Run 1, clock network drawn from the DEF:
(1 px per um)
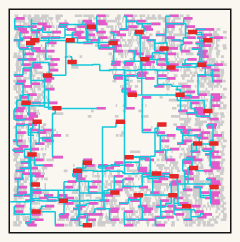
Run 1, clock wiring as the flow saved it:
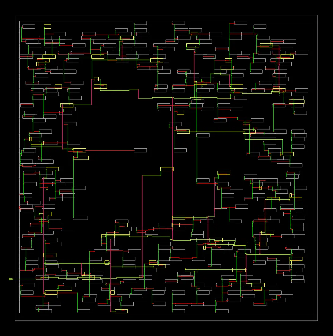
Run 1, routed metal, one colour a layer:
(2 px per um)
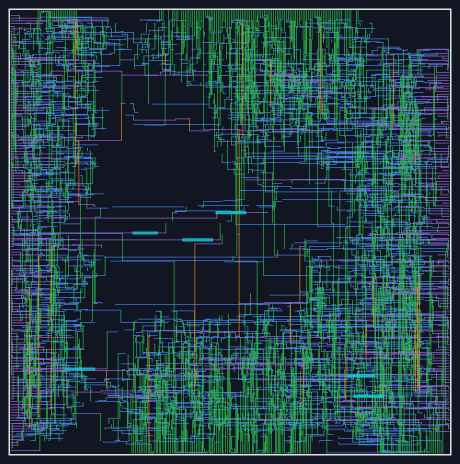
Run 1, PDN straps and rails:
(1.5 px per um) Pins as bars on the die edge.
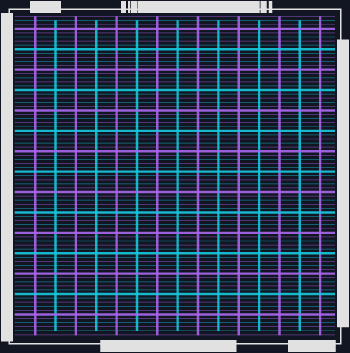
==> config.mk <==
export PLATFORM = sky130hd
export DESIGN_NAME = pipe_regs
export DESIGN_NICKNAME = d
export VERILOG_FILES = /design/src/rtl/pipe_pkg.sv /design/src/rtl/stage_reg.sv /design/src/rtl/pipe_regs.sv
export SDC_FILE = /design/constraint.sdc
export NUM_CORES = 1
export LEC_CHECK = 0
export ABC_AREA = 1
export CORE_AREA = 3 3 217 219
export CTS_CLUSTER_SIZE = 20
export DETAILED_ROUTE_END_ITERATION = 7
export DIE_AREA = 0 0 220 222
export GPL_TIMING_DRIVEN = 1
export HOLD_SLACK_MARGIN = 0.12
export SYNTH_ARGS = -nofsm -noshare
export SYNTH_HDL_FRONTEND = slang
export SYNTH_SLANG_ARGS = --single-unit
==> constraint.sdc <==
create_clock -name clk -period 3 [get_ports clk]
set_input_delay 0.6 -clock clk [delete_from_list [all_inputs] [get_ports clk]]
set_output_delay 0.6 -clock clk [all_outputs]
set_load 0.02 [all_outputs]
==> impl_metrics.tcl, run 1 <==
# implementation run metrics
set metrics [dict create \
    status "finished clean" \
    crit_family "buffers and inverters" \
    place_hpwl_um 37800 \
    rrSetupSlack_ns 1.51 \
    syn-instance-count 1566 \
    yosys_warnings 0 \
    worstMarginPinSlew_ns 0.714 \
    crit_chain "clkdlybuf4s50_1 > inv_1 > ha_4 > clkbuf_16 > buf_4 > a22oi_2 > clkdlybuf4s15_1" \
    mostFrequentLayoutCells "453 x clkdlybuf4s50_1, 396 x nand2_1, 332 x dfrtp_1, 244 x inv_1, 124 x nand3_1" \
    rsz0062_at_grt "true" \
    finalSetupViolations 0 \
    hold_viol_final 0 \
    edf_count 0 \
    yosysTopAreaCellShare_pct 59.4 \
    cts_tree "done" \
    gp_congestion 0.863 \
    antenna_left 0 \
    start_kind "primary input" \
    cts-resized-gates 229 \
    end_kind "primary output" \
    yosys-stat-area_um2 14100 \
    synth_seq_share_pct 59.4 \
    comb_cell_power_mw 2.46 \
    synth.cells.most_frequent "396 x nand2_1, 334 x dfrtp_1, 246 x inv_1, 128 x nand3_1, 121 x nor2_1" \
    grt_pass1_vias 12497 \
    vias_per_cell 4.52 \
    syn_area_um2 14100 \
    grt_use_total_pct 21.1 \
    top_layer "met5" \
    num_rows 78 \
    fin_area_um2 21400 \
    top_cell "nand2_1" \
    reg2reg_depth 6 \
    io_pins 558 \
    total_power_mw 12.4 \
    synthTopCellsByArea "dfrtp_1 59%, nand2_1 11%, inv_1 6.6%" \
    use_met1_pct 25.6 \
    synthFlopType "dfrtp_1" \
    floorplan.nets 1826 \
    pg_seq_mw 4.88 \
    power_leader "clock" \
    p_int_mw 9.02 \
    yosysUniqueCellTypes 19 \
    nets 2307 \
    pre_cts_slack_ns -0.443 \
    seqPwrFrac_pct 39.3 \
    drc 0 \
    crit_slowest_cell "clkdlybuf4s50_1" \
    ys_cells 1566 \
    drv_cap 0 \
    initCoreUtil_pct 31.1 \
    place_inst 2597 \
    port_buffers 557 \
    h-tree-depth 2 \
    hold_class "reg -> reg" \
    drt_iter0_markers 647 \
    grt_pass1_wl_um 78400 \
    dpl_cell_area_um2 19900 \
    period_needed_ns 2.99 \
    fin_cells 2679 \
    avgSynthCellArea_um2 8.98 \
    wl_met1_um 20800 \
    crit_fanout 15 \
    post_cts_buffers 2 \
    power.density_nw_per_um2 581 \
    lay_top_count "clkdlybuf4s50_1" \
    relSlewSlack_pct 52.4 \
    wl_met3_um 5350 \
    setup_tns_ns 0 \
    cts_hold_buf 1 \
    leakagePower_nw 10.6 \
    dr.pass1.iters 6 \
    min_path_cells 0 \
    required_ns 2.40 \
    antenna_found_initial 10 \
    cts_root_buf "clkbuf_16" \
    grt_max_degree 79 \
    setup_ws_ns 0.00996 \
    drive_above_1_share_pct 11.8 \
    grt_util_met2_pct 35.6 \
    ys_async_sr_fraction_pct 100 \
    die_area_um2 48800 \
    cp.depth 7 \
    largest_reg_flops 120 \
    clockBufferDepth 3 \
    crit_arrival_ns 2.39 \
    slowest_delay_ns 0.51 \
    timing.fmax_mhz 334 \
    grt_overflow 0 \
    tool_warnings 30 \
    p_sw_mw 3.40 \
    top_area_cell "dfrtp_1" \
    fin_crit_sh_pct 99.7 \
    slew_viol_final 0 \
    clk_pin_slew_ns 0.05 \
    combinationalPowerShare_pct 19.8 \
    worstSetupPathType "in -> out" \
    switching_share_pct 27.4 \
    globalRoute.busiestLayer "met2" \
    worst-path-buf-inv 5 \
    synth-seq-cells 334 \
    wl_met2_um 25600 \
]
-- 'clock network drawn from the DEF' (at the start) --
[flip-flops] magenta | count: 334
[cells driving clock nets] red | count: 40
[clock wires] cyan | length: 4750 um
flops lie: all over the die
Clk. pwr: 5.07 mW
Late-Pin Clk Latency: 0.55 ns
Layout Skew: 0.0191 ns
Clk pwr share: 40.9%

-- 'clock wiring as the flow saved it' (at the start) --
CTS Buf Count: 40
flip-flops: 334
# clk buffers: 61
Sink Count: 334

-- 'routed metal, one colour a layer' (at the start) --
[met2] green | wire length: 25.6 mm
[met4] orange | wire length: 1080 um
[met1] blue | wire length: 20.8 mm
[met5] cyan | wire length: 78.2 um
[met3] purple | wire length: 5350 um
routed via count: 12119
Routed WL: 52900 um
routed length per instance: 19.8 um

-- 'PDN straps and rails' (at the start) --
[VDD] cyan
[VSS] purple
rows: 78
met4 straps: 15
met1 rails: 79
Core Box Area: 45300 um2
peak supply drop: 373 uV
Die Ht: 222 um
die extent in x: 220 um

[run 1: area by class of cell]
class                           instances  area (um2)
Antenna cell                            4        10.0
Fill cell                            4324       23900
Timing Repair Buffer                  615        6100
Tap cell                              600         751
Clock inverter                          9         155
Multi-Input combinational cell        809        3840
Sequential cell                       334        8360
Inverter                              247         932
Clock buffer                           61        1230
[run 1: logic make-up after synthesis]
family | after synthesis | share of synthesized area, %
AND-OR/OR-AND | 160 | 7.42
adder cells (fa/ha/maj) | 4 | 0.356
buffers and inverters | 423 | 14.5
flip-flops | 334 | 59.4
AND/OR/NAND/NOR | 645 | 18.3
[run 1: through the flow]
stage	utilization [%]	hold WS (ns)
after floorplan	-	0.304
after global routing	47.2	0.375
final	47.2	0.371
after CTS	47.1	0.373
after detailed placement	43.9	0.361
after global placement	43.9	0.358
==> run 2, diff against run 1 <==
--- a/config.mk
+++ b/config.mk
@@ -12,6 +12,7 @@
 export DIE_AREA = 0 0 220 222
 export GPL_TIMING_DRIVEN = 1
 export HOLD_SLACK_MARGIN = 0.12
+export SETUP_SLACK_MARGIN = 0.5
 export SYNTH_ARGS = -nofsm -noshare
 export SYNTH_HDL_FRONTEND = slang
 export SYNTH_SLANG_ARGS = --single-unit
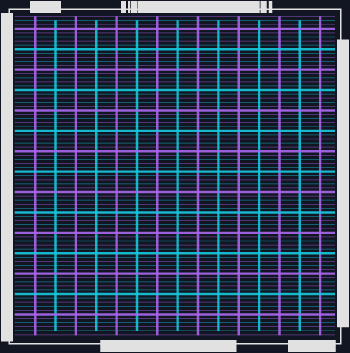
Run 2: PDN straps and rails
(1.5 px per um) Pins as bars on the die edge.
[VDD] cyan
[VSS] purple
met5 straps: 15
rows: 78
met4 straps: 15
peak supply drop: 374 uV

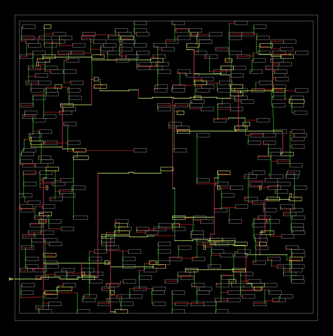
Run 2: clock wiring as the flow saved it
Layout Skew: 0.0192 ns
Clk. pwr: 5.09 mW

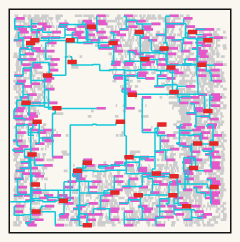
Run 2: clock network drawn from the DEF
(1 px per um)
[flip-flops] magenta | count: 334
[clock wires] cyan | length: 4770 um
[cells driving clock nets] red | count: 40
routed clock nets: 41
Clk pwr share: 39.9%

==> impl_metrics.tcl, run 2 <==
# implementation run metrics
set metrics [dict create \
    status "finished clean" \
    ys_async_sr_fraction_pct 100 \
    area_share_clock_buf_inv_pct 6.12 \
    cts.sinks 334 \
    place_inst 2597 \
    routed_wl_um 56700 \
    grt_pass1_vias 13049 \
    crit_slowest_cell "dfrtp_4" \
    flops 334 \
    comb_area_um2 4430 \
    setup_ws_ns 0.296 \
    pre_cts_slack_ns -0.443 \
    initCoreUtil_pct 31.1 \
    seq_area_um2 8360 \
    lay_top_count "clkdlybuf4s50_1" \
    grt_use_total_pct 22.6 \
    place_hpwl_um 37800 \
    power.density_nw_per_um2 563 \
    power_leader "clock" \
    worstSetupPathType "reg -> out" \
    crit_arrival_ns 2.10 \
    pg_seq_mw 4.88 \
    synthTopCellsByArea "dfrtp_1 59%, nand2_1 11%, inv_1 6.6%" \
    rrSetupSlack_ns 1.50 \
    globalRoute.busiestLayer "met2" \
    grt_max_degree 73 \
    reg2reg_depth 7 \
    dominant_cells "sequential cells" \
    synthFlopType "dfrtp_1" \
    detail_route.wl_per_cell_um 20.9 \
    clockBufferDepth 3 \
    start_kind "register" \
    syn-instance-count 1566 \
    required_ns 2.40 \
    drc 0 \
    syn_area_um2 14100 \
    comb_share_pct 19.5 \
    drv_cap 0 \
    antenna_cells 7 \
    use_met1_pct 27.0 \
    nets 2342 \
    crit_family "buffers and inverters" \
    seqPwrFrac_pct 38.2 \
    clk_pin_slew_ns 0.06 \
    grt_overflow 0 \
    drt_iter0_markers 684 \
    die_area_um2 48800 \
    num_vias 12557 \
    port_buffers 557 \
    switching_share_pct 27.7 \
    hold_viol_final 0 \
    n_fill_cell 4211 \
    cts_tree "done" \
    top_cell "nand2_1" \
    io_pins 558 \
    combinationalPowerShare_pct 21.9 \
    crit_chain "buf_12 > buf_12 > buf_16 > o21ai_4 > nand2_1 > a22oi_2 > buf_6" \
    yosys_warnings 0 \
    comb_cells 809 \
    yosysUniqueCellTypes 19 \
    p_int_mw 9.22 \
    fin_util_pct 50.0 \
    drive_above_1_share_pct 21.6 \
    slew_viol_final 0 \
    tool_warnings 30 \
    dpl_cell_area_um2 19900 \
    die_h_um 222 \
    worst-path-buf-inv 4 \
    n_tap_cell 600 \
    floorplan.nets 1826 \
    setup_tns_ns 0 \
    timing.fmax_mhz 370 \
    buffers 649 \
    slowest_delay_ns 0.50 \
    n_all_inverters 248 \
    fin_worst_hold_slack_ns 0.371 \
    sh_seq_area_pct 36.9 \
    fin_cells 2717 \
    largest_reg_flops 120 \
    edf_count 0 \
    vias_per_cell 4.62 \
    synth-seq-cells 334 \
    fin_area_um2 22600 \
    top_area_cell "dfrtp_1" \
    synth.cells.most_frequent "396 x nand2_1, 334 x dfrtp_1, 246 x inv_1, 128 x nand3_1, 121 x nor2_1" \
    antenna_found_initial 12 \
    hold_class "reg -> reg" \
]
run 2: cell counts after synthesis:
Identical to the previous run, type by type.
run 2: kinds of logic (layout without fill, tap and decap cells):
kind of cell	after synthesis	after routing	share of synthesized area (%)
compound gates	160	160	7.42
buf+inv	423	967	14.5
flops	334	334	59.4
fa+ha+maj	4	4	0.356
other cells	0	7	0
simple gates	645	645	18.3
run 2: metal layers:
metal	vias up	part of all wire [%]
met3	112	9.8
met4	10	3.3
met1	6174	38
met2	552	48
li1	5709	-
met5	-	0.13
run 2: what timing repair did:
item | CTS | global route
resized | 541 | 302
pin swaps | 28 | 41
hold buffers | 1 | 0
buffers inserted | 19 | 7
gates cloned | 14 | 2
endpoints found under the hold margin | 64 | 0
endpoints found under the setup margin | 130 | 130
No activity file was given, so power comes from the tool's default toggle rates.
